[config.mk]
export PLATFORM = sky130hd
export DESIGN_NAME = uart_tx_feeder_flat
export DESIGN_NICKNAME = d
export VERILOG_FILES = /design/src/rtl/uart_tx_feeder_if.sv /design/src/rtl/uart_tx_feeder.sv /design/src/flat_wrapper.sv
export SDC_FILE = /design/constraint.sdc
export NUM_CORES = 1
export LEC_CHECK = 0
export CORE_MARGIN = 10
export CORE_UTILIZATION = 36
export DETAILED_ROUTE_END_ITERATION = 12
export GPL_ROUTABILITY_DRIVEN = 0
export SYNTH_ARGS = -nofsm -noshare
export SYNTH_HDL_FRONTEND = slang
export SYNTH_SLANG_ARGS = --single-unit
[constraint.sdc]
create_clock -name tx_clk -period 2.1 [get_ports tx_clk]
set_input_delay 0.42 -clock tx_clk [delete_from_list [all_inputs] [get_ports tx_clk]]
set_output_delay 0.42 -clock tx_clk [all_outputs]
set_load 0.005 [all_outputs]
[src/rtl/uart_tx_feeder_if.sv]
// Signal bundle between the bus-side register logic / UART transmitter and
// the uart_tx_feeder. The feeder connects through the slave modport.
// The timeout member only exists when UART_TX_FEEDER_TIMEOUT_EN is defined.
interface uart_tx_feeder_if #(
    parameter int DATA_W = 8,
    parameter int ADDR_W = 3
);
    logic              wr_en;
    logic [DATA_W-1:0] wr_data;
    logic              en;
    logic              clr_ovf;
    logic              tx_busy;
    logic              tx_done;
    logic              tx_start;
    logic              tx_enable;
    logic [DATA_W-1:0] tx_data;
    logic              full;
    logic              empty;
    logic [ADDR_W:0]   level;
    logic              overflow;
    logic              active;
`ifdef UART_TX_FEEDER_TIMEOUT_EN
    logic              timeout;
`endif

    modport master (
        output wr_en, wr_data, en, clr_ovf, tx_busy, tx_done,
        input  tx_start, tx_enable, tx_data, full, empty, level, overflow, active
`ifdef UART_TX_FEEDER_TIMEOUT_EN
        , input timeout
`endif
    );

    modport slave (
        input  wr_en, wr_data, en, clr_ovf, tx_busy, tx_done,
        output tx_start, tx_enable, tx_data, full, empty, level, overflow, active
`ifdef UART_TX_FEEDER_TIMEOUT_EN
        , output timeout
`endif
    );
endinterface

[src/rtl/uart_tx_feeder.sv]
// Byte queue and launch controller in front of the UART transmitter.
// Bytes are buffered in a DEPTH-entry circular FIFO and launched one at a
// time with a single-cycle tx_start; the next launch waits for tx_done plus
// one GAP cycle so the line idles high for at least two cycles between frames.
// Optional: define UART_TX_FEEDER_TIMEOUT_EN to add a WAIT_DONE watchdog and a
// sticky timeout flag.
module uart_tx_feeder #(
    parameter int DEPTH  = 8,
    parameter int ADDR_W = 3,
    parameter int DATA_W = 8
) (
    input  logic            tx_clk,
    input  logic            rst_n,
    uart_tx_feeder_if.slave bus
);
    typedef enum logic [1:0] {IDLE, LAUNCH, WAIT_DONE, GAP} state_t;

    localparam logic [ADDR_W:0] FULL_LVL = (ADDR_W+1)'(DEPTH);

    state_t              state_q, state_d;
    logic [DATA_W-1:0]   mem [DEPTH];
    logic [ADDR_W-1:0]   rd_ptr, wr_ptr;
    logic [ADDR_W:0]     level_q;
    logic [DATA_W-1:0]   tx_data_q;
    logic                ovf_q;
    logic                full, empty, pop, wr_acc, drop, to_fire;

    assign full   = (level_q == FULL_LVL);
    assign empty  = (level_q == '0);
    // Pop only on IDLE->LAUNCH; a fresh write is seen next cycle (no bypass).
    assign pop    = (state_q == IDLE) && bus.en && !empty;
    assign wr_acc = bus.wr_en && (!full || pop);
    assign drop   = bus.wr_en && full && !pop;

    // Storage array, no reset needed: contents are qualified by level.
    always_ff @(posedge tx_clk) begin
        if (wr_acc) mem[wr_ptr] <= bus.wr_data;
    end

    // Pointers, occupancy and the launched byte register.
    always_ff @(posedge tx_clk or negedge rst_n) begin
        if (!rst_n) begin
            rd_ptr    <= '0;
            wr_ptr    <= '0;
            level_q   <= '0;
            tx_data_q <= '0;
        end else begin
            if (wr_acc) wr_ptr <= wr_ptr + 1'b1;
            if (pop) begin
                rd_ptr    <= rd_ptr + 1'b1;
                tx_data_q <= mem[rd_ptr];
            end
            case ({wr_acc, pop})
                2'b10:   level_q <= level_q + 1'b1;
                2'b01:   level_q <= level_q - 1'b1;
                default: level_q <= level_q;
            endcase
        end
    end

    // Sticky overflow; a drop in the same cycle as clr_ovf keeps it set.
    always_ff @(posedge tx_clk or negedge rst_n) begin
        if (!rst_n)           ovf_q <= 1'b0;
        else if (drop)        ovf_q <= 1'b1;
        else if (bus.clr_ovf) ovf_q <= 1'b0;
    end

`ifdef UART_TX_FEEDER_TIMEOUT_EN
    logic [4:0] wd_cnt;
    logic       busy_seen;
    logic       to_q;

    // Watchdog fires if busy never shows within 2 cycles of LAUNCH or
    // done never shows within 20 cycles.
    assign to_fire = (state_q == WAIT_DONE) && !bus.tx_done &&
                     ((wd_cnt == 5'd19) ||
                      (wd_cnt == 5'd1 && !busy_seen && !bus.tx_busy));

    // Watchdog counter and busy tracker, running only in WAIT_DONE.
    always_ff @(posedge tx_clk or negedge rst_n) begin
        if (!rst_n) begin
            wd_cnt    <= '0;
            busy_seen <= 1'b0;
        end else if (state_q != WAIT_DONE) begin
            wd_cnt    <= '0;
            busy_seen <= 1'b0;
        end else begin
            wd_cnt <= wd_cnt + 1'b1;
            if (bus.tx_busy) busy_seen <= 1'b1;
        end
    end

    // Sticky timeout flag, cleared together with overflow.
    always_ff @(posedge tx_clk or negedge rst_n) begin
        if (!rst_n)           to_q <= 1'b0;
        else if (to_fire)     to_q <= 1'b1;
        else if (bus.clr_ovf) to_q <= 1'b0;
    end

    assign bus.timeout = to_q;
`else
    logic unused_busy;
    assign unused_busy = bus.tx_busy;
    assign to_fire     = 1'b0;
`endif

    // State register.
    always_ff @(posedge tx_clk or negedge rst_n) begin
        if (!rst_n) state_q <= IDLE;
        else        state_q <= state_d;
    end

    // Next-state logic; en only gates new launches, never aborts a frame.
    always_comb begin
        state_d = state_q;
        case (state_q)
            IDLE:      if (pop) state_d = LAUNCH;
            LAUNCH:    state_d = WAIT_DONE;
            WAIT_DONE: begin
                if (bus.tx_done)  state_d = GAP;
                else if (to_fire) state_d = IDLE;
            end
            GAP:       state_d = IDLE;
            default:   state_d = IDLE;
        endcase
    end

    assign bus.tx_start  = (state_q == LAUNCH);
    assign bus.active    = (state_q == LAUNCH) || (state_q == WAIT_DONE);
    assign bus.tx_enable = bus.en;
    assign bus.tx_data   = tx_data_q;
    assign bus.full      = full;
    assign bus.empty     = empty;
    assign bus.level     = level_q;
    assign bus.overflow  = ovf_q;
endmodule
[src/flat_wrapper.sv]
// flat-port wrapper written by rule: the top's interface ports become plain ports
module uart_tx_feeder_flat 
#(
    parameter int DEPTH  = 8,
    parameter int ADDR_W = 3,
    parameter int DATA_W = 8
)
  (tx_clk, rst_n, bus_wr_en, bus_wr_data, bus_en, bus_clr_ovf, bus_tx_busy, bus_tx_done, bus_tx_start, bus_tx_enable, bus_tx_data, bus_full, bus_empty, bus_level, bus_overflow, bus_active);
  uart_tx_feeder_if #(.DATA_W(DATA_W), .ADDR_W(ADDR_W)) bus_i ();
  input  logic tx_clk;
  input  logic rst_n;
  input wire logic [$bits(bus_i.wr_en)-1:0] bus_wr_en;
  input wire logic [$bits(bus_i.wr_data)-1:0] bus_wr_data;
  input wire logic [$bits(bus_i.en)-1:0] bus_en;
  input wire logic [$bits(bus_i.clr_ovf)-1:0] bus_clr_ovf;
  input wire logic [$bits(bus_i.tx_busy)-1:0] bus_tx_busy;
  input wire logic [$bits(bus_i.tx_done)-1:0] bus_tx_done;
  output wire logic [$bits(bus_i.tx_start)-1:0] bus_tx_start;
  output wire logic [$bits(bus_i.tx_enable)-1:0] bus_tx_enable;
  output wire logic [$bits(bus_i.tx_data)-1:0] bus_tx_data;
  output wire logic [$bits(bus_i.full)-1:0] bus_full;
  output wire logic [$bits(bus_i.empty)-1:0] bus_empty;
  output wire logic [$bits(bus_i.level)-1:0] bus_level;
  output wire logic [$bits(bus_i.overflow)-1:0] bus_overflow;
  output wire logic [$bits(bus_i.active)-1:0] bus_active;
  assign bus_i.wr_en = bus_wr_en;
  assign bus_i.wr_data = bus_wr_data;
  assign bus_i.en = bus_en;
  assign bus_i.clr_ovf = bus_clr_ovf;
  assign bus_i.tx_busy = bus_tx_busy;
  assign bus_i.tx_done = bus_tx_done;
  assign bus_tx_start = bus_i.tx_start;
  assign bus_tx_enable = bus_i.tx_enable;
  assign bus_tx_data = bus_i.tx_data;
  assign bus_full = bus_i.full;
  assign bus_empty = bus_i.empty;
  assign bus_level = bus_i.level;
  assign bus_overflow = bus_i.overflow;
  assign bus_active = bus_i.active;
  uart_tx_feeder #(.DEPTH(DEPTH), .ADDR_W(ADDR_W), .DATA_W(DATA_W)) u_core (.tx_clk(tx_clk), .rst_n(rst_n), .bus(bus_i));
endmodule
==> run_1/m2.png <==
Drawn at 3 px/µm.
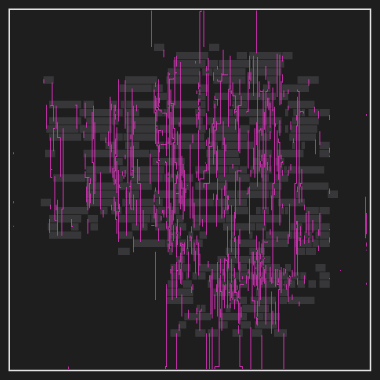
wire length on this layer	3350 µm
nets with wire on the layer	264
main direction	vertical
share of all routed wire	46%
wire length reported by the detailed router: 7260 µm
met2 track demand over resource: 16.0%

==> run_1/clock_nets.png <==
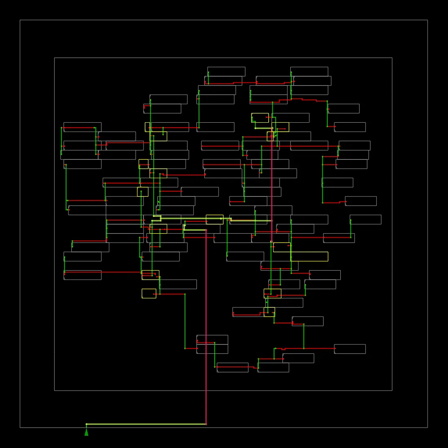
clkbuf count: 10
clk_lat worst skew: 0.34 ns
sequential cell count: 85
Inserted Clock Buffers: 9

==> flow_summary.html, run 1 <==
<p>Metrics extracted from the flow reports.</p>
<table>
<tr><th>Metric</th><th>Value</th></tr>
<tr><th colspan="2">Timing</th></tr>
<tr><td>Clock skew</td><td>0.00818 ns</td></tr>
<tr><td>Slew of the pin with the lowest slew margin</td><td>0.404 ns</td></tr>
<tr><td>Highest clock frequency the design can meet</td><td>492 MHz</td></tr>
<tr><td>Final period demand of the worst path</td><td>2.03 ns</td></tr>
<tr><td>RSZ-0062 raised after global routing</td><td>yes</td></tr>
<tr><td>Max Slew Vio Count</td><td>0</td></tr>
<tr><td>Total setup violations reported at the end of the flow</td><td>0</td></tr>
<tr><td>Final WS setup</td><td>0.0684 ns</td></tr>
<tr><td>Period utilisation layout</td><td>96.7%</td></tr>
<tr><td>Final hold slack</td><td>0.414 ns</td></tr>
<tr><td>Relative max-transition margin</td><td>73.1%</td></tr>
<tr><td>Final count of hold timing violations</td><td>0</td></tr>
<tr><th colspan="2">Clock network</th></tr>
<tr><td>Hold Buf Count CTS</td><td>0</td></tr>
<tr><td>Setup Buffers After CTS</td><td>0</td></tr>
<tr><td>Clk root buf</td><td>sky130_fd_sc_hd__clkbuf_8</td></tr>
<tr><td>Total number of clock tree sinks</td><td>85</td></tr>
<tr><td>CTS Buffer Depth</td><td>2</td></tr>
<tr><td>Clock tree from TritonCTS</td><td>built</td></tr>
<tr><td>Clock-pin slew of the registers on the worst-case setup and hold paths</td><td>0.09 ns</td></tr>
<tr><td>Number of levels in the clock H-tree</td><td>3</td></tr>
<tr><th colspan="2">Critical path</th></tr>
<tr><td>CP Cell Sequence</td><td>inv_2, ha_4, nand2_2, or2_1, nor2_1, xor2_1, ha_1, nand2_1, nor4b_2, a221o_1</td></tr>
<tr><td>Arr. time, crit path</td><td>2.26 ns</td></tr>
<tr><td>Max FO, Critical Path</td><td>4</td></tr>
<tr><td>Req. time, crit path</td><td>2.33 ns</td></tr>
<tr><td>Crit path largest cell delay</td><td>0.42 ns</td></tr>
<tr><td>Path type of the worst setup path</td><td>register to register</td></tr>
<tr><td>Kind of start point of the critical path</td><td>register</td></tr>
<tr><td>Register-to-register setup slack</td><td>0.07 ns</td></tr>
<tr><td>Slowest library cell on the worst path</td><td>sky130_fd_sc_hd__dfrtp_1</td></tr>
<tr><td>Worst Setup End Kind</td><td>register</td></tr>
<tr><th colspan="2">Yosys</th></tr>
<tr><td>Net count entering floorplan</td><td>269</td></tr>
<tr><td>Synth top area share</td><td>53.5%</td></tr>
<tr><td>Syn_area_per_cell</td><td>14.5 µm²</td></tr>
<tr><td>Adder and majority gate portion of the synthesized area</td><td>2.44%</td></tr>
<tr><td>Synthesized-area fraction occupied by xor and xnor cells</td><td>1.71%</td></tr>
<tr><td>Flip-flops with a built-in enable</td><td>64</td></tr>
<tr><td>Yosys synthesis chip area</td><td>0.00359 mm²</td></tr>
<tr><td>Number of cells produced by synthesis</td><td>247</td></tr>
<tr><td>Synth Register Bits</td><td>85</td></tr>
<tr><td>Total cells reported by yosys after synthesis</td><td>247</td></tr>
<tr><td>Simple-Gate Area Share</td><td>9.40%</td></tr>
<tr><td>Main kind of combinational logic by area</td><td>multiplexers</td></tr>
<tr><td>Warnings from Yosys</td><td>0</td></tr>
<tr><td>Cell variety after synth</td><td>39</td></tr>
<tr><td>Post-synth top flop</td><td>sky130_fd_sc_hd__edfxtp_1</td></tr>
<tr><td>Area fraction in compound gates</td><td>5.99%</td></tr>
<tr><td>Post-Syn Area</td><td>0.00359 mm²</td></tr>
<tr><td>Mux share</td><td>9.82%</td></tr>
<tr><td>Synth area leader</td><td>sky130_fd_sc_hd__edfxtp_1</td></tr>
<tr><td>Main area contributors</td><td>sky130_fd_sc_hd__edfxtp_1 (53%), sky130_fd_sc_hd__dfrtp_1 (15%), sky130_fd_sc_hd__mux2i_1 (9.2%), sky130_fd_sc_hd__a22oi_1 (3.6%), sky130_fd_sc_hd__nand2_1 (2.9%)</td></tr>
<tr><td>Fraction of synthesis flops using an asynchronous set or reset pin</td><td>24.7%</td></tr>
<tr><td>Part of the Yosys area used for sequential elements</td><td>68.1%</td></tr>
<tr><th colspan="2">Worst hold path</th></tr>
<tr><td>Kind of path behind the tightest hold check</td><td>primary input to async pin</td></tr>
<tr><th colspan="2">Drt</th></tr>
<tr><td>Remaining antenna violation count</td><td>0</td></tr>
<tr><td>Average routed wire per standard cell</td><td>16.3 µm</td></tr>
<tr><td>Number of vias in the routed layout</td><td>2141</td></tr>
<tr><td>Number of vias per cell</td><td>4.82</td></tr>
<tr><td>Number of remaining DRC errors</td><td>0</td></tr>
<tr><td>First-pass detailed-route iteration total</td><td>4</td></tr>
<tr><td>Iter 0 DRT Violations</td><td>125</td></tr>
<tr><th colspan="2">Layout</th></tr>
<tr><td>Final antenna diode count</td><td>0</td></tr>
<tr><td>Fraction of final layout cells sized beyond drive strength 1</td><td>18.6%</td></tr>
<tr><td>Largest register FFs</td><td>64</td></tr>
<tr><td>Area growth syn-to-layout</td><td>24.3%</td></tr>
<tr><td>Largest Register</td><td>u_core.mem</td></tr>
<tr><td>Most frequent cells in the layout</td><td>sky130_fd_sc_hd__edfxtp_1 (64), sky130_fd_sc_hd__mux2i_1 (33), sky130_fd_sc_hd__buf_4 (31)</td></tr>
<tr><td>Most common cell after layout, fill and taps aside</td><td>sky130_fd_sc_hd__edfxtp_1</td></tr>
<tr><td>Non-filler cells in the finished layout</td><td>444</td></tr>
<tr><td>Net count of the finished layout</td><td>328</td></tr>
<tr><th colspan="2">Power</th></tr>
<tr><td>Pwr per Cell Area</td><td>1310 mW/mm²</td></tr>
<tr><td>Total Power</td><td>5850 µW</td></tr>
<tr><td>Leakage dissipation</td><td>0.00174 µW</td></tr>
<tr><td>Worst voltage drop across the vdd grid</td><td>0.000546 V</td></tr>
<tr><th colspan="2">Global route</th></tr>
<tr><td>Routing usage on met3</td><td>1.92%</td></tr>
<tr><td>Busiest grt layer</td><td>met2</td></tr>
<tr><td>Vias in the first global route</td><td>2181</td></tr>
<tr><td>Fraction of met1 tracks used by global routing</td><td>13.5%</td></tr>
<tr><td>Congestion Overflow GR</td><td>0</td></tr>
<tr><td>Pin count of the biggest net entering global routing</td><td>35</td></tr>
<tr><td>Global-route wire length before repair</td><td>11500 µm</td></tr>
<tr><td>Initial antenna violation count</td><td>0</td></tr>
<tr><td>Total global routing track utilization</td><td>10.3%</td></tr>
<tr><th colspan="2">Placement</th></tr>
<tr><td>Placement Setup Slack</td><td>-0.213 ns</td></tr>
<tr><td>Detailed-placement wirelength estimate</td><td>5020 µm</td></tr>
<tr><td>Number of cells after detailed placement</td><td>428</td></tr>
<tr><th colspan="2">Flow run</th></tr>
<tr><td>Warning total across the stage logs</td><td>31</td></tr>
<tr><td>Maxcap violations</td><td>0</td></tr>
<tr><th colspan="2">Status</th></tr>
<tr><td>Result of the run</td><td>complete, no violations</td></tr>
<tr><th colspan="2">Die</th></tr>
<tr><td>FP Core Util</td><td>36.9%</td></tr>
<tr><td>Die area</td><td>0.0144 mm²</td></tr>
<tr><td>Count of boundary I/O pins</td><td>33</td></tr>
</table>
==> run_1/class_map.png <==
Drawn at 3 px/µm. Fill, decap, tap and diode cells in gray.
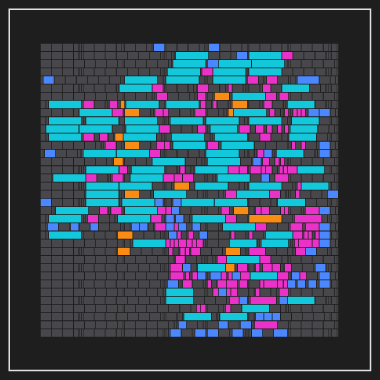
color	class	cells
orange	clock drivers and dummy loads	16
magenta	remaining logic cells	147
blue	remaining buffers and delay cells	63
cyan	registers	85
share of the final layout cell area in sequential cells: 54.8%
final design area excluding fillers: 0.00447 mm²
share of the core filled with cells: 45.9%
core region area: 0.00973 mm²
Placement Rows: 36

==> run_1/pinout.png <==
Drawn at 2 px/µm. Pins as bars across the die edge, other pins in gray.
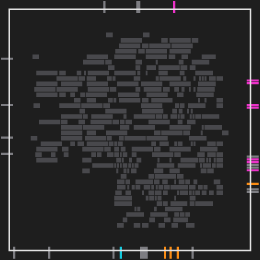
color	port	pins	direction	edge
cyan	`rst_n`	1	input	bottom
orange	`bus_level`	4	output	3 bottom, 1 right
magenta	`bus_tx_data`	8	output	7 right, 1 top
all pins by edge	13 right, 12 bottom, 4 top, 4 left
DIE HEIGHT: 120 µm
number of buffers inserted by port buffering: 31
Die X: 120 µm

-- run 1: where the power goes --
group | internal [µW] | switching, µW | total (µW) | leakage, µW
logic | 1130 | 1140 | 2280 | 0.000806
registers | 2200 | 210 | 2410 | 0.000839
clock network | 563 | 598 | 1160 | 0.0000988
-- run 1: what timing repair did --
| action | CTS | global route |
|---|---|---|
| gates resized | 2 | 3 |
| setup endpoints to repair | 2 | 2 |
| hold endpoints to repair | 0 | 0 |
-- run 1: per-layer routing --
metal | share of wire [%] | vias to the layer above
met1 | 48 | 1052
met4 | 2.0 | 0
li1 | - | 1036
met3 | 3.8 | 7
met2 | 46 | 46
met5 | 0 | -
-- run 1: final timing paths --
kind	startpoint	to	depth (start not counted)
max	u_core.state_q[0]$_DFFE_PN0P_	u_core.bus.level[1]$_DFFE_PN0P_	10
min	rst_n	u_core.bus.overflow$_DFFE_PN0P_	2
max reg2reg	u_core.state_q[0]$_DFFE_PN0P_	u_core.bus.level[1]$_DFFE_PN0P_	10
min reg2reg	u_core.bus.tx_data[1]$_DFFE_PN0N_	u_core.bus.tx_data[1]$_DFFE_PN0N_	2
max in group asynchronous	rst_n	u_core.bus.tx_data[6]$_DFFE_PN0N_	2
min in group tx_clk	u_core.bus.tx_data[1]$_DFFE_PN0N_	u_core.bus.tx_data[1]$_DFFE_PN0N_	2
-- run 1: final cells by class --
class | count | area (µm²)
flip-flops and latches | 85 | 2450
clock buffers | 10 | 128
well taps | 133 | 166
clock inverters | 6 | 71.3
multi-input cells | 143 | 1080
inverters | 4 | 15.0
fillers | 880 | 5260
repair buffers | 63 | 564
-- run 1: synthesized netlist by cell type (2+ instances only) --
cell	number
sky130_fd_sc_hd__a22oi_1	17
sky130_fd_sc_hd__nand2_1	28
sky130_fd_sc_hd__edfxtp_1	64
sky130_fd_sc_hd__nand3_1	11
sky130_fd_sc_hd__buf_2	7
sky130_fd_sc_hd__nor3_1	3
sky130_fd_sc_hd__o21ai_0	2
sky130_fd_sc_hd__nor2_1	11
sky130_fd_sc_hd__xor2_1	2
sky130_fd_sc_hd__dfrtp_1	21
sky130_fd_sc_hd__inv_1	4
sky130_fd_sc_hd__buf_1	3
sky130_fd_sc_hd__buf_4	3
sky130_fd_sc_hd__mux2i_1	33
sky130_fd_sc_hd__ha_1	7
sky130_fd_sc_hd__nor2b_1	3
sky130_fd_sc_hd__xnor2_1	5
sky130_fd_sc_hd__clkbuf_1	2
-- run 1: worst max-delay path: cells and delay by family, from the launching register on --
| family | cells | cell delay (ns) |
|---|---|---|
| XOR/XNOR | 1 | 0.16 |
| buffers and inverters | 1 | 0.10 |
| AND-OR/OR-AND | 1 | 0.26 |
| adder cells (fa/ha/maj) | 2 | 0.42 |
| flip-flops | 1 | 0.42 |
| AND/OR/NAND/NOR | 5 | 0.56 |
-- run 1: stage by stage --
step	util, %	setup TNS (ns)	instance area (µm²)
global placement	43.8	-0.498	4260
detailed placement	43.8	-0.310	4260
floorplan	-	0	3610
CTS	45.9	0	4470
finish	45.9	0	4470
global route	45.9	-0.00661	4470
==> run_1/clock_wires.png <==
Drawn at 4 px/µm.
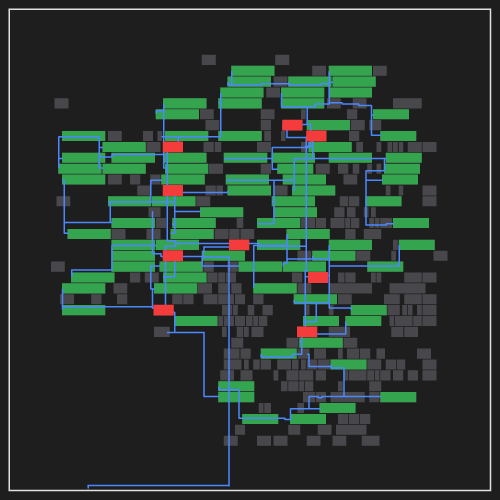

==> run 2: changes to the inputs <==
Settings changed: GPL_TIMING_DRIVEN set to 0.
==> run_2/clock_wires.png <==
Drawn at 4 px/µm.
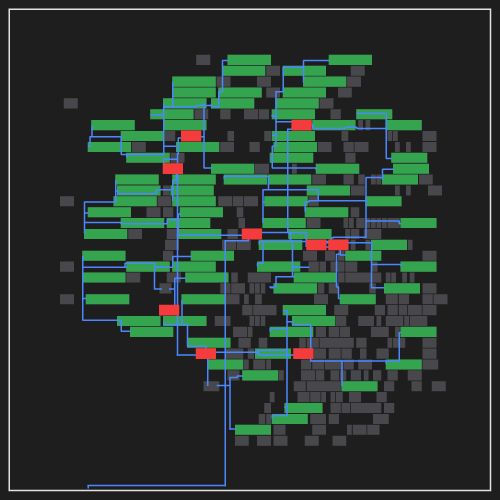
[red] clock-net drivers | count: 9
[green] flip-flops | count: 85
[blue] clock wires | length: 1000 µm
routed clock nets	10
clk_lat worst skew: 0.36 ns
clock power share: 17.7%
clock skew: 0.0103 ns

==> flow_summary.html, run 2 <==
<p>Metrics extracted from the flow reports.</p>
<table>
<tr><th>Metric</th><th>Value</th></tr>
<tr><th colspan="2">Critical path</th></tr>
<tr><td>Kind of start point of the critical path</td><td>register</td></tr>
<tr><td>Path type of the worst setup path</td><td>register to register</td></tr>
<tr><td>Source of the worst register-to-register timing path</td><td>u_core.bus.level[3]$_DFFE_PN0P_</td></tr>
<tr><td>Req. time, crit path</td><td>2.08 ns (-0.25 ns)</td></tr>
<tr><td>R2r endpoint</td><td>u_core.mem[3][6]$_DFFE_PP_</td></tr>
<tr><td>Arr. time, crit path</td><td>2.20 ns (-0.06 ns)</td></tr>
<tr><td>Max FO, Critical Path</td><td>8 (+4)</td></tr>
<tr><td>Register-to-register setup slack</td><td>-0.12 ns (-0.19 ns)</td></tr>
<tr><td>Worst r2r path cells</td><td>5 (-5)</td></tr>
<tr><td>Worst Setup End Kind</td><td>register</td></tr>
<tr><th colspan="2">Layout</th></tr>
<tr><td>Most frequent cells in the layout</td><td>sky130_fd_sc_hd__edfxtp_1 (64), sky130_fd_sc_hd__mux2i_1 (33), sky130_fd_sc_hd__clkdlybuf4s50_1 (28)</td></tr>
<tr><td>Non-filler cells in the finished layout</td><td>443 (-0.23%)</td></tr>
<tr><td>Most common cell after layout, fill and taps aside</td><td>sky130_fd_sc_hd__edfxtp_1</td></tr>
<tr><td>Fraction of final layout cells sized beyond drive strength 1</td><td>18.7% (+0.060 points)</td></tr>
<tr><td>Area growth syn-to-layout</td><td>23.4%</td></tr>
<tr><td>Final design area excluding fillers</td><td>0.00444 mm² (-0.73%)</td></tr>
<tr><td>Net count of the finished layout</td><td>327 (-0.30%)</td></tr>
<tr><td>Final antenna diode count</td><td>0 (unchanged)</td></tr>
<tr><td>Largest register FFs</td><td>64 (unchanged)</td></tr>
<tr><td>Largest Register</td><td>u_core.mem</td></tr>
<tr><th colspan="2">Global route</th></tr>
<tr><td>Initial antenna violation count</td><td>0 (unchanged)</td></tr>
<tr><td>Congestion Overflow GR</td><td>0 (unchanged)</td></tr>
<tr><td>Vias in the first global route</td><td>2237 (+2.6%)</td></tr>
<tr><td>Total global routing track utilization</td><td>10.8% (+0.46 points)</td></tr>
<tr><td>Pin count of the biggest net entering global routing</td><td>22 (-37%)</td></tr>
<tr><td>Global-route wire length before repair</td><td>12000 µm (+4.0%)</td></tr>
<tr><th colspan="2">Timing</th></tr>
<tr><td>Highest clock frequency the design can meet</td><td>451 MHz (-8.4%)</td></tr>
<tr><td>Final count of hold timing violations</td><td>0 (unchanged)</td></tr>
<tr><td>Slew of the pin with the lowest slew margin</td><td>0.949 ns (+0.545 ns)</td></tr>
<tr><td>Final WS setup</td><td>-0.117 ns (-0.185 ns)</td></tr>
<tr><td>Total setup violations reported at the end of the flow</td><td>49 (+49)</td></tr>
<tr><td>Max Slew Vio Count</td><td>0 (unchanged)</td></tr>
<tr><td>Period utilisation layout</td><td>106% (+8.8 points)</td></tr>
<tr><td>Final period demand of the worst path</td><td>2.22 ns (+0.185 ns)</td></tr>
<tr><td>RSZ-0062 raised after global routing</td><td>yes</td></tr>
<tr><td>Relative max-transition margin</td><td>36.5% (-37 points)</td></tr>
<tr><th colspan="2">Yosys</th></tr>
<tr><td>Top cell types by occurrence after synthesis</td><td>sky130_fd_sc_hd__edfxtp_1 (64), sky130_fd_sc_hd__mux2i_1 (33), sky130_fd_sc_hd__nand2_1 (28)</td></tr>
<tr><td>Synth Register Bits</td><td>85 (unchanged)</td></tr>
<tr><td>Cell variety after synth</td><td>39 (unchanged)</td></tr>
<tr><td>Flip-flops with a built-in enable</td><td>64 (unchanged)</td></tr>
<tr><td>Yosys synthesis chip area</td><td>0.00359 mm² (unchanged)</td></tr>
<tr><td>Most common cell in the synthesized netlist</td><td>sky130_fd_sc_hd__edfxtp_1</td></tr>
<tr><td>Post-synth top flop</td><td>sky130_fd_sc_hd__edfxtp_1</td></tr>
<tr><td>Fraction of synthesis flops using an asynchronous set or reset pin</td><td>24.7% (unchanged)</td></tr>
<tr><td>Synth top area share</td><td>53.5% (unchanged)</td></tr>
<tr><td>Total cells reported by yosys after synthesis</td><td>247 (unchanged)</td></tr>
<tr><td>Warnings from Yosys</td><td>0 (unchanged)</td></tr>
<tr><td>Synth area leader</td><td>sky130_fd_sc_hd__edfxtp_1</td></tr>
<tr><td>Net count entering floorplan</td><td>269 (unchanged)</td></tr>
<tr><td>Number of cells produced by synthesis</td><td>247 (unchanged)</td></tr>
<tr><td>Syn_area_per_cell</td><td>14.5 µm² (unchanged)</td></tr>
<tr><td>Main area contributors</td><td>sky130_fd_sc_hd__edfxtp_1 (53%), sky130_fd_sc_hd__dfrtp_1 (15%), sky130_fd_sc_hd__mux2i_1 (9.2%), sky130_fd_sc_hd__a22oi_1 (3.6%), sky130_fd_sc_hd__nand2_1 (2.9%)</td></tr>
<tr><td>Part of the Yosys area used for sequential elements</td><td>68.1% (unchanged)</td></tr>
<tr><th colspan="2">Power</th></tr>
<tr><td>Leakage dissipation</td><td>0.00170 µW (-2.5%)</td></tr>
<tr><td>Portion of total power attributed to combinational logic</td><td>41.3% (+2.4 points)</td></tr>
<tr><td>Internal power contribution</td><td>3850 µW (-1.2%)</td></tr>
<tr><td>Power spent charging and discharging nets</td><td>2070 µW (+5.9%)</td></tr>
<tr><td>Seq pwr share</td><td>41.1% (about the same)</td></tr>
<tr><td>Pwr per Cell Area</td><td>1330 mW/mm² (+1.9%)</td></tr>
<tr><td>Sw frac</td><td>34.9% (+1.6 points)</td></tr>
<tr><td>Worst voltage drop across the vdd grid</td><td>0.000495 V (-9.5%)</td></tr>
<tr><th colspan="2">Drt</th></tr>
<tr><td>Number of remaining DRC errors</td><td>0 (unchanged)</td></tr>
<tr><td>Average routed wire per standard cell</td><td>16.9 µm (+3.7%)</td></tr>
<tr><td>Remaining antenna violation count</td><td>0 (unchanged)</td></tr>
<tr><td>Iter 0 DRT Violations</td><td>113 (-9.6%)</td></tr>
<tr><td>Wire length reported by the detailed router</td><td>7510 µm (+3.5%)</td></tr>
<tr><td>Number of vias per cell</td><td>4.86 (+0.83%)</td></tr>
<tr><td>First-pass detailed-route iteration total</td><td>4 (unchanged)</td></tr>
<tr><td>Number of vias in the routed layout</td><td>2154 (+0.61%)</td></tr>
<tr><th colspan="2">Clock network</th></tr>
<tr><td>CTS Buffer Depth</td><td>2 (unchanged)</td></tr>
<tr><td>Clock tree from TritonCTS</td><td>built</td></tr>
<tr><td>Clk root buf</td><td>sky130_fd_sc_hd__clkbuf_8</td></tr>
<tr><td>Total number of clock tree sinks</td><td>85 (unchanged)</td></tr>
<tr><td>Number of levels in the clock H-tree</td><td>3 (unchanged)</td></tr>
<tr><td>Clock-pin slew of the registers on the worst-case setup and hold paths</td><td>0.09 ns (about the same)</td></tr>
<tr><th colspan="2">Placement</th></tr>
<tr><td>Number of buffers inserted by port buffering</td><td>30 (-3.2%)</td></tr>
<tr><td>Detailed-placement wirelength estimate</td><td>4800 µm (-4.2%)</td></tr>
<tr><td>Number of cells after detailed placement</td><td>410 (-4.2%)</td></tr>
<tr><td>DP Area</td><td>0.00408 mm² (-4.4%)</td></tr>
<tr><th colspan="2">Die</th></tr>
<tr><td>FP Core Util</td><td>36.9% (unchanged)</td></tr>
<tr><td>Die X</td><td>120 µm (unchanged)</td></tr>
<tr><td>Die area</td><td>0.0144 mm² (unchanged)</td></tr>
<tr><td>DIE HEIGHT</td><td>120 µm (unchanged)</td></tr>
<tr><td>Core region area</td><td>0.00973 mm² (unchanged)</td></tr>
<tr><td>Count of boundary I/O pins</td><td>33 (unchanged)</td></tr>
<tr><td>Placement Rows</td><td>36 (unchanged)</td></tr>
<tr><th colspan="2">Worst hold path</th></tr>
<tr><td>Kind of path behind the tightest hold check</td><td>register to register</td></tr>
<tr><td>Hold-critical path depth</td><td>2</td></tr>
<tr><td>Hold wc startpoint</td><td>u_core.bus.tx_data[4]$_DFFE_PN0N_</td></tr>
<tr><td>End of the worst hold path</td><td>u_core.bus.tx_data[4]$_DFFE_PN0N_</td></tr>
<tr><th colspan="2">Status</th></tr>
<tr><td>Result of the run</td><td>finished with violations</td></tr>
<tr><td>Failing checks</td><td>setup timing</td></tr>
<tr><th colspan="2">Flow run</th></tr>
<tr><td>Maxcap violations</td><td>0 (unchanged)</td></tr>
<tr><td>Warning total across the stage logs</td><td>32 (+3.2%)</td></tr>
</table>
==> run_2/class_map.png <==
Drawn at 3 px/µm. Fill, decap, tap and diode cells in gray.
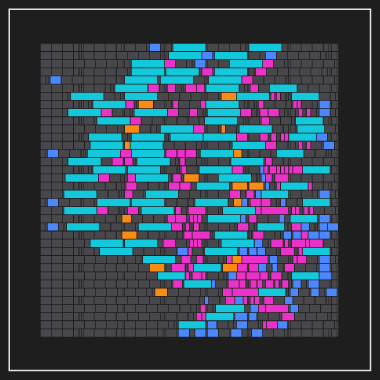
color	class	cells
orange	clock drivers and dummy loads	16
cyan	registers	85
blue	remaining buffers and delay cells	62
magenta	remaining logic cells	147

[run 2: logic make-up after synthesis]
group | share of synthesized area (%)
DFF | 68.1
and+or+nand+nor | 9.40
muxes | 9.82
AOI/OAI and AO/OA | 5.99
buffers and inverters | 2.54
xor gates and xnor gates | 1.71
adders and majority gates | 2.44
[run 2: how the worst max path moves through the flow]
stage / start / to
after detailed placement: bus_en / u_core.mem[1][0]$_DFFE_PP_
after global routing: u_core.bus.level[3]$_DFFE_PN0P_ / u_core.mem[2][6]$_DFFE_PP_
after floorplan: u_core.state_q[1]$_DFFE_PN0P_ / u_core.bus.level[1]$_DFFE_PN0P_
after global placement: bus_en / u_core.mem[1][0]$_DFFE_PP_
after CTS: u_core.bus.level[3]$_DFFE_PN0P_ / u_core.mem[6][1]$_DFFE_PP_
final: u_core.bus.level[3]$_DFFE_PN0P_ / u_core.mem[3][6]$_DFFE_PP_
[run 2: metrics by stage]
stage / worst slack (ns) / hold WS (ns) / setup TNS, ns / power, µW / util (%)
after floorplan: 0.00466 / 0.124 / 0 / 3790 / -
after global placement: -0.772 / 0.460 / -29.96 / 4530 / 41.9
after detailed placement: -0.810 / 0.464 / -30.62 / 4580 / 41.9
after CTS: -0.120 / 0.486 / -4.12 / 5800 / 44.9
after global routing: -0.213 / 0.518 / -8.90 / 6320 / 45.6
final: -0.117 / 0.479 / -3.00 / 5920 / 45.6
[run 2: area by class of cell]
type | instances | area [µm²]
fillers | 883 | 5290
flip-flops and latches | 85 | 2450
multi-input cells | 143 | 1120
repair buffers | 48 | 433
well taps | 133 | 166
clock buffers | 10 | 128
plain buffers | 14 | 78.8
clock inverters | 6 | 48.8
inverters | 4 | 15.0
[run 2: timing repair]
action	4_1_cts	5_1_grt
setup buffers	10	8
setup endpoints to repair	68	50
pin swaps	6	5
hold buffers	0	0
gates resized	15	3
[run 2: power groups by stage]
stage / clock, µW / combinational (µW) / sequential [µW]
after floorplan: 0 / 1360 / 2430
after global placement: 0 / 2090 / 2450
after detailed placement: 0 / 2120 / 2470
after CTS: 1070 / 2300 / 2430
after global routing: 1160 / 2690 / 2470
final: 1050 / 2440 / 2430
[run 2: per-layer routing]
layer  up-vias  GRT usage (%)  routed length [µm]
li1       1038              -                   -
met2        55           16.6                3590
met5         -              0                   0
met3        10           2.77                 342
met1      1051           14.0                3430
met4         0           4.98                 139
[run 2: worst max-delay path: stages, from the launching register on]
cell and delay (ns):
sky130_fd_sc_hd__dfrtp_1 0.48, sky130_fd_sc_hd__nor4b_4 0.18, sky130_fd_sc_hd__buf_4 0.15, sky130_fd_sc_hd__nand2_1 0.12
sky130_fd_sc_hd__nand2b_1 0.16, sky130_fd_sc_hd__nor2_1 0.75
==> run 3: changes to the inputs <==
Settings changed: CTS_CLUSTER_SIZE set to 14.
==> run_3/pinout.png <==
Drawn at 2 px/µm. Pins as bars across the die edge, other pins in gray.
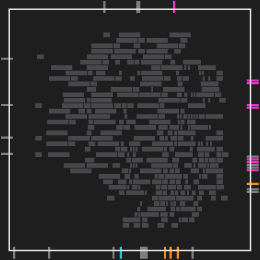
color	port	pins	direction	edge
orange	`bus_level`	4	output	3 bottom, 1 right
cyan	`rst_n`	1	input	bottom
magenta	`bus_tx_data`	8	output	7 right, 1 top
all pins by edge	13 right, 12 bottom, 4 top, 4 left

==> run_3/clock_nets.png <==
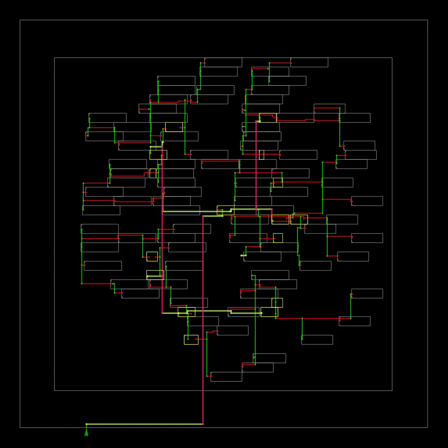
total number of clock tree sinks: 85
clk pwr: 1050 µW

==> flow_summary.html, run 3 <==
<p>Metrics extracted from the flow reports.</p>
<table>
<tr><th>Metric</th><th>Value</th></tr>
<tr><th colspan="2">Status</th></tr>
<tr><td>Result of the run</td><td>finished with violations</td></tr>
<tr><td>Failing checks</td><td>setup timing</td></tr>
<tr><th colspan="2">Die</th></tr>
<tr><td>DIE HEIGHT</td><td>120 µm (unchanged)</td></tr>
<tr><td>FP Core Util</td><td>36.9% (unchanged)</td></tr>
<tr><td>Placement Rows</td><td>36 (unchanged)</td></tr>
<tr><td>Core region area</td><td>0.00973 mm² (unchanged)</td></tr>
<tr><td>Die X</td><td>120 µm (unchanged)</td></tr>
<tr><td>Count of boundary I/O pins</td><td>33 (unchanged)</td></tr>
<tr><td>Die area</td><td>0.0144 mm² (unchanged)</td></tr>
<tr><th colspan="2">Timing</th></tr>
<tr><td>Final sum of negative setup slack</td><td>-3.00 ns (unchanged)</td></tr>
<tr><td>Final count of hold timing violations</td><td>0 (unchanged)</td></tr>
<tr><td>Relative max-transition margin</td><td>36.5% (unchanged)</td></tr>
<tr><td>RSZ-0062 raised after global routing</td><td>yes</td></tr>
<tr><td>Max Slew Vio Count</td><td>0 (unchanged)</td></tr>
<tr><td>Clock skew</td><td>0.0103 ns (unchanged)</td></tr>
<tr><td>Period utilisation layout</td><td>106% (unchanged)</td></tr>
<tr><td>Total setup violations reported at the end of the flow</td><td>49 (unchanged)</td></tr>
<tr><td>Final period demand of the worst path</td><td>2.22 ns (unchanged)</td></tr>
<tr><td>Highest clock frequency the design can meet</td><td>451 MHz (unchanged)</td></tr>
<tr><td>Final WS setup</td><td>-0.117 ns (unchanged)</td></tr>
<tr><td>Slew of the pin with the lowest slew margin</td><td>0.949 ns (unchanged)</td></tr>
<tr><th colspan="2">Yosys</th></tr>
<tr><td>Synth top area share</td><td>53.5% (unchanged)</td></tr>
<tr><td>Main area contributors</td><td>sky130_fd_sc_hd__edfxtp_1 (53%), sky130_fd_sc_hd__dfrtp_1 (15%), sky130_fd_sc_hd__mux2i_1 (9.2%), sky130_fd_sc_hd__a22oi_1 (3.6%), sky130_fd_sc_hd__nand2_1 (2.9%)</td></tr>
<tr><td>Cell variety after synth</td><td>39 (unchanged)</td></tr>
<tr><td>Most common cell in the synthesized netlist</td><td>sky130_fd_sc_hd__edfxtp_1</td></tr>
<tr><td>Flip-flops with a built-in enable</td><td>64 (unchanged)</td></tr>
<tr><td>Total cells reported by yosys after synthesis</td><td>247 (unchanged)</td></tr>
<tr><td>Post-Syn Area</td><td>0.00359 mm²</td></tr>
<tr><td>Net count entering floorplan</td><td>269 (unchanged)</td></tr>
<tr><td>Synth Register Bits</td><td>85 (unchanged)</td></tr>
<tr><td>Yosys synthesis chip area</td><td>0.00359 mm² (unchanged)</td></tr>
<tr><td>Warnings from Yosys</td><td>0 (unchanged)</td></tr>
<tr><td>Syn_area_per_cell</td><td>14.5 µm² (unchanged)</td></tr>
<tr><td>Part of the Yosys area used for sequential elements</td><td>68.1% (unchanged)</td></tr>
<tr><td>Post-synth top flop</td><td>sky130_fd_sc_hd__edfxtp_1</td></tr>
<tr><td>Fraction of synthesis flops using an asynchronous set or reset pin</td><td>24.7% (unchanged)</td></tr>
<tr><td>Synth area leader</td><td>sky130_fd_sc_hd__edfxtp_1</td></tr>
<tr><td>Top cell types by occurrence after synthesis</td><td>sky130_fd_sc_hd__edfxtp_1 (64), sky130_fd_sc_hd__mux2i_1 (33), sky130_fd_sc_hd__nand2_1 (28)</td></tr>
<tr><td>Number of cells produced by synthesis</td><td>247 (unchanged)</td></tr>
<tr><th colspan="2">Drt</th></tr>
<tr><td>First-pass detailed-route iteration total</td><td>4 (unchanged)</td></tr>
<tr><td>Number of vias in the routed layout</td><td>2154 (unchanged)</td></tr>
<tr><td>Remaining antenna violation count</td><td>0 (unchanged)</td></tr>
<tr><td>Number of remaining DRC errors</td><td>0 (unchanged)</td></tr>
<tr><td>Number of vias per cell</td><td>4.86 (unchanged)</td></tr>
<tr><td>Wire length reported by the detailed router</td><td>7510 µm (unchanged)</td></tr>
<tr><td>Average routed wire per standard cell</td><td>16.9 µm (unchanged)</td></tr>
<tr><td>Iter 0 DRT Violations</td><td>113 (unchanged)</td></tr>
<tr><th colspan="2">Placement</th></tr>
<tr><td>Placement Setup Slack</td><td>-0.810 ns (unchanged)</td></tr>
<tr><td>Number of cells after detailed placement</td><td>410 (unchanged)</td></tr>
<tr><td>Detailed-placement wirelength estimate</td><td>4800 µm (unchanged)</td></tr>
<tr><td>Number of buffers inserted by port buffering</td><td>30 (unchanged)</td></tr>
<tr><th colspan="2">Clock network</th></tr>
<tr><td>Inserted Clock Buffers</td><td>9</td></tr>
<tr><td>Clk root buf</td><td>sky130_fd_sc_hd__clkbuf_8</td></tr>
<tr><td>CTS Buffer Depth</td><td>2 (unchanged)</td></tr>
<tr><td>Clock-pin slew of the registers on the worst-case setup and hold paths</td><td>0.09 ns (about the same)</td></tr>
<tr><td>Hold Buf Count CTS</td><td>0 (unchanged)</td></tr>
<tr><td>Clock tree from TritonCTS</td><td>built</td></tr>
<tr><td>Clk_lat worst skew</td><td>0.36 ns (about the same)</td></tr>
<tr><td>Number of levels in the clock H-tree</td><td>3 (unchanged)</td></tr>
<tr><th colspan="2">Worst hold path</th></tr>
<tr><td>Kind of path behind the tightest hold check</td><td>register to register</td></tr>
<tr><th colspan="2">Power</th></tr>
<tr><td>Pwr per Cell Area</td><td>1330 mW/mm² (unchanged)</td></tr>
<tr><td>Leakage dissipation</td><td>0.00170 µW (unchanged)</td></tr>
<tr><td>Worst voltage drop across the vdd grid</td><td>0.000495 V (unchanged)</td></tr>
<tr><th colspan="2">Layout</th></tr>
<tr><td>Non-filler cells in the finished layout</td><td>443 (unchanged)</td></tr>
<tr><td>Largest register FFs</td><td>64 (unchanged)</td></tr>
<tr><td>Most frequent cells in the layout</td><td>sky130_fd_sc_hd__edfxtp_1 (64), sky130_fd_sc_hd__mux2i_1 (33), sky130_fd_sc_hd__clkdlybuf4s50_1 (28)</td></tr>
<tr><td>Net count of the finished layout</td><td>327 (unchanged)</td></tr>
<tr><td>Largest Register</td><td>u_core.mem</td></tr>
<tr><td>Fraction of final layout cells sized beyond drive strength 1</td><td>18.7% (unchanged)</td></tr>
<tr><td>Final antenna diode count</td><td>0 (unchanged)</td></tr>
<tr><td>Area growth syn-to-layout</td><td>23.4% (unchanged)</td></tr>
<tr><td>Most common cell after layout, fill and taps aside</td><td>sky130_fd_sc_hd__edfxtp_1</td></tr>
<tr><th colspan="2">Critical path</th></tr>
<tr><td>Kind of start point of the critical path</td><td>register</td></tr>
<tr><td>Path type of the worst setup path</td><td>register to register</td></tr>
<tr><td>Arr. time, crit path</td><td>2.20 ns (about the same)</td></tr>
<tr><td>Worst Setup End Kind</td><td>register</td></tr>
<tr><td>Max FO, Critical Path</td><td>8 (unchanged)</td></tr>
<tr><td>Req. time, crit path</td><td>2.08 ns (about the same)</td></tr>
<tr><th colspan="2">Global route</th></tr>
<tr><td>Global-route wire length before repair</td><td>12000 µm (unchanged)</td></tr>
<tr><td>Busiest grt layer</td><td>met2</td></tr>
<tr><td>Fraction of met1 tracks used by global routing</td><td>14.0% (unchanged)</td></tr>
<tr><td>Pin count of the biggest net entering global routing</td><td>22 (unchanged)</td></tr>
<tr><td>Vias in the first global route</td><td>2237 (unchanged)</td></tr>
<tr><td>Met2 track demand over resource</td><td>16.6% (unchanged)</td></tr>
<tr><td>Initial antenna violation count</td><td>0 (unchanged)</td></tr>
<tr><td>Congestion Overflow GR</td><td>0 (unchanged)</td></tr>
<tr><td>Total global routing track utilization</td><td>10.8% (unchanged)</td></tr>
<tr><td>Routing usage on met3</td><td>2.77% (unchanged)</td></tr>
<tr><th colspan="2">Flow run</th></tr>
<tr><td>Warning total across the stage logs</td><td>32 (unchanged)</td></tr>
<tr><td>Maxcap violations</td><td>0 (unchanged)</td></tr>
</table>
-- run 3: cell counts in the layout (fill, tap and decap cells not counted) --
No cell type changed its count.
-- run 3: area by class of cell --
| class | instances | area [µm²] |
|---|---|---|
| fillers | 883 | 5290 |
| flip-flops and latches | 85 | 2450 |
| multi-input cells | 143 | 1120 |
| repair buffers | 48 | 433 |
| well taps | 133 | 166 |
| clock buffers | 10 | 128 |
| plain buffers | 14 | 78.8 |
| clock inverters | 6 | 48.8 |
| inverters | 4 | 15.0 |
-- run 3: layer usage --
| metal | up-vias | share of wire (%) |
|---|---|---|
| met5 | - | 0 |
| li1 | 1038 | - |
| met1 | 1051 | 46 |
| met4 | 0 | 1.9 |
| met2 | 55 | 48 |
| met3 | 10 | 4.6 |
-- run 3: critical path: stages, from the launching register on --
cell,delay [ns]
sky130_fd_sc_hd__dfrtp_1,0.48
sky130_fd_sc_hd__nor4b_4,0.18
sky130_fd_sc_hd__buf_4,0.15
sky130_fd_sc_hd__nand2_1,0.12
sky130_fd_sc_hd__nand2b_1,0.16
sky130_fd_sc_hd__nor2_1,0.75
-- run 3: cell families after synthesis --
kind of cell,Yosys count,synth area share [%]
AND/OR/NAND/NOR,66,9.40
flip-flops,85,68.1
adder cells (fa/ha/maj),7,2.44
XOR/XNOR,7,1.71
multiplexers,35,9.82
AND-OR/OR-AND,28,5.99
buffers and inverters,19,2.54
-- run 3: path summary, 6_finish.rpt --
check / start / end / slack [ns] / cells after the start
max: u_core.bus.level[3]$_DFFE_PN0P_ / u_core.mem[3][6]$_DFFE_PP_ / -0.12 / 5
min in group asynchronous: rst_n / u_core.wr_ptr[2]$_DFFE_PN0P_ / 0.58 / 1
max reg2reg: u_core.bus.level[3]$_DFFE_PN0P_ / u_core.mem[3][6]$_DFFE_PP_ / -0.12 / 5
min: u_core.bus.tx_data[4]$_DFFE_PN0N_ / u_core.bus.tx_data[4]$_DFFE_PN0N_ / 0.48 / 2
min reg2reg: u_core.bus.tx_data[4]$_DFFE_PN0N_ / u_core.bus.tx_data[4]$_DFFE_PN0N_ / 0.48 / 2
max in group asynchronous: rst_n / u_core.bus.level[0]$_DFFE_PN0P_ / 0.88 / 1
-- run 3: timing repair --
action | CTS | global route
buffers inserted | 10 | 8
endpoints found under the setup margin | 68 | 50
pin swaps | 6 | 5
resized | 15 | 3
-- run 3: stage by stage --
| stage | instance area [µm²] | total power [µW] | util (%) | hold slack (ns) |
|---|---|---|---|---|
| 2_1_floorplan | 3610 | 3790 | - | 0.124 |
| 3_3_place_gp | 4080 | 4530 | 41.9 | 0.460 |
| 5_1_grt | 4440 | 6320 | 45.6 | 0.518 |
| 4_1_cts | 4370 | 5800 | 44.9 | 0.486 |
| 6_report | 4440 | 5920 | 45.6 | 0.479 |
| 3_5_place_dp | 4080 | 4580 | 41.9 | 0.464 |
-- run 3: where the power goes --
group	switching, µW	total (µW)	internal (µW)
logic	1240	2440	1210
registers	226	2430	2200
clock network	606	1050	440
total	2070	5920	3850
Power and IR drop assume default switching activity.
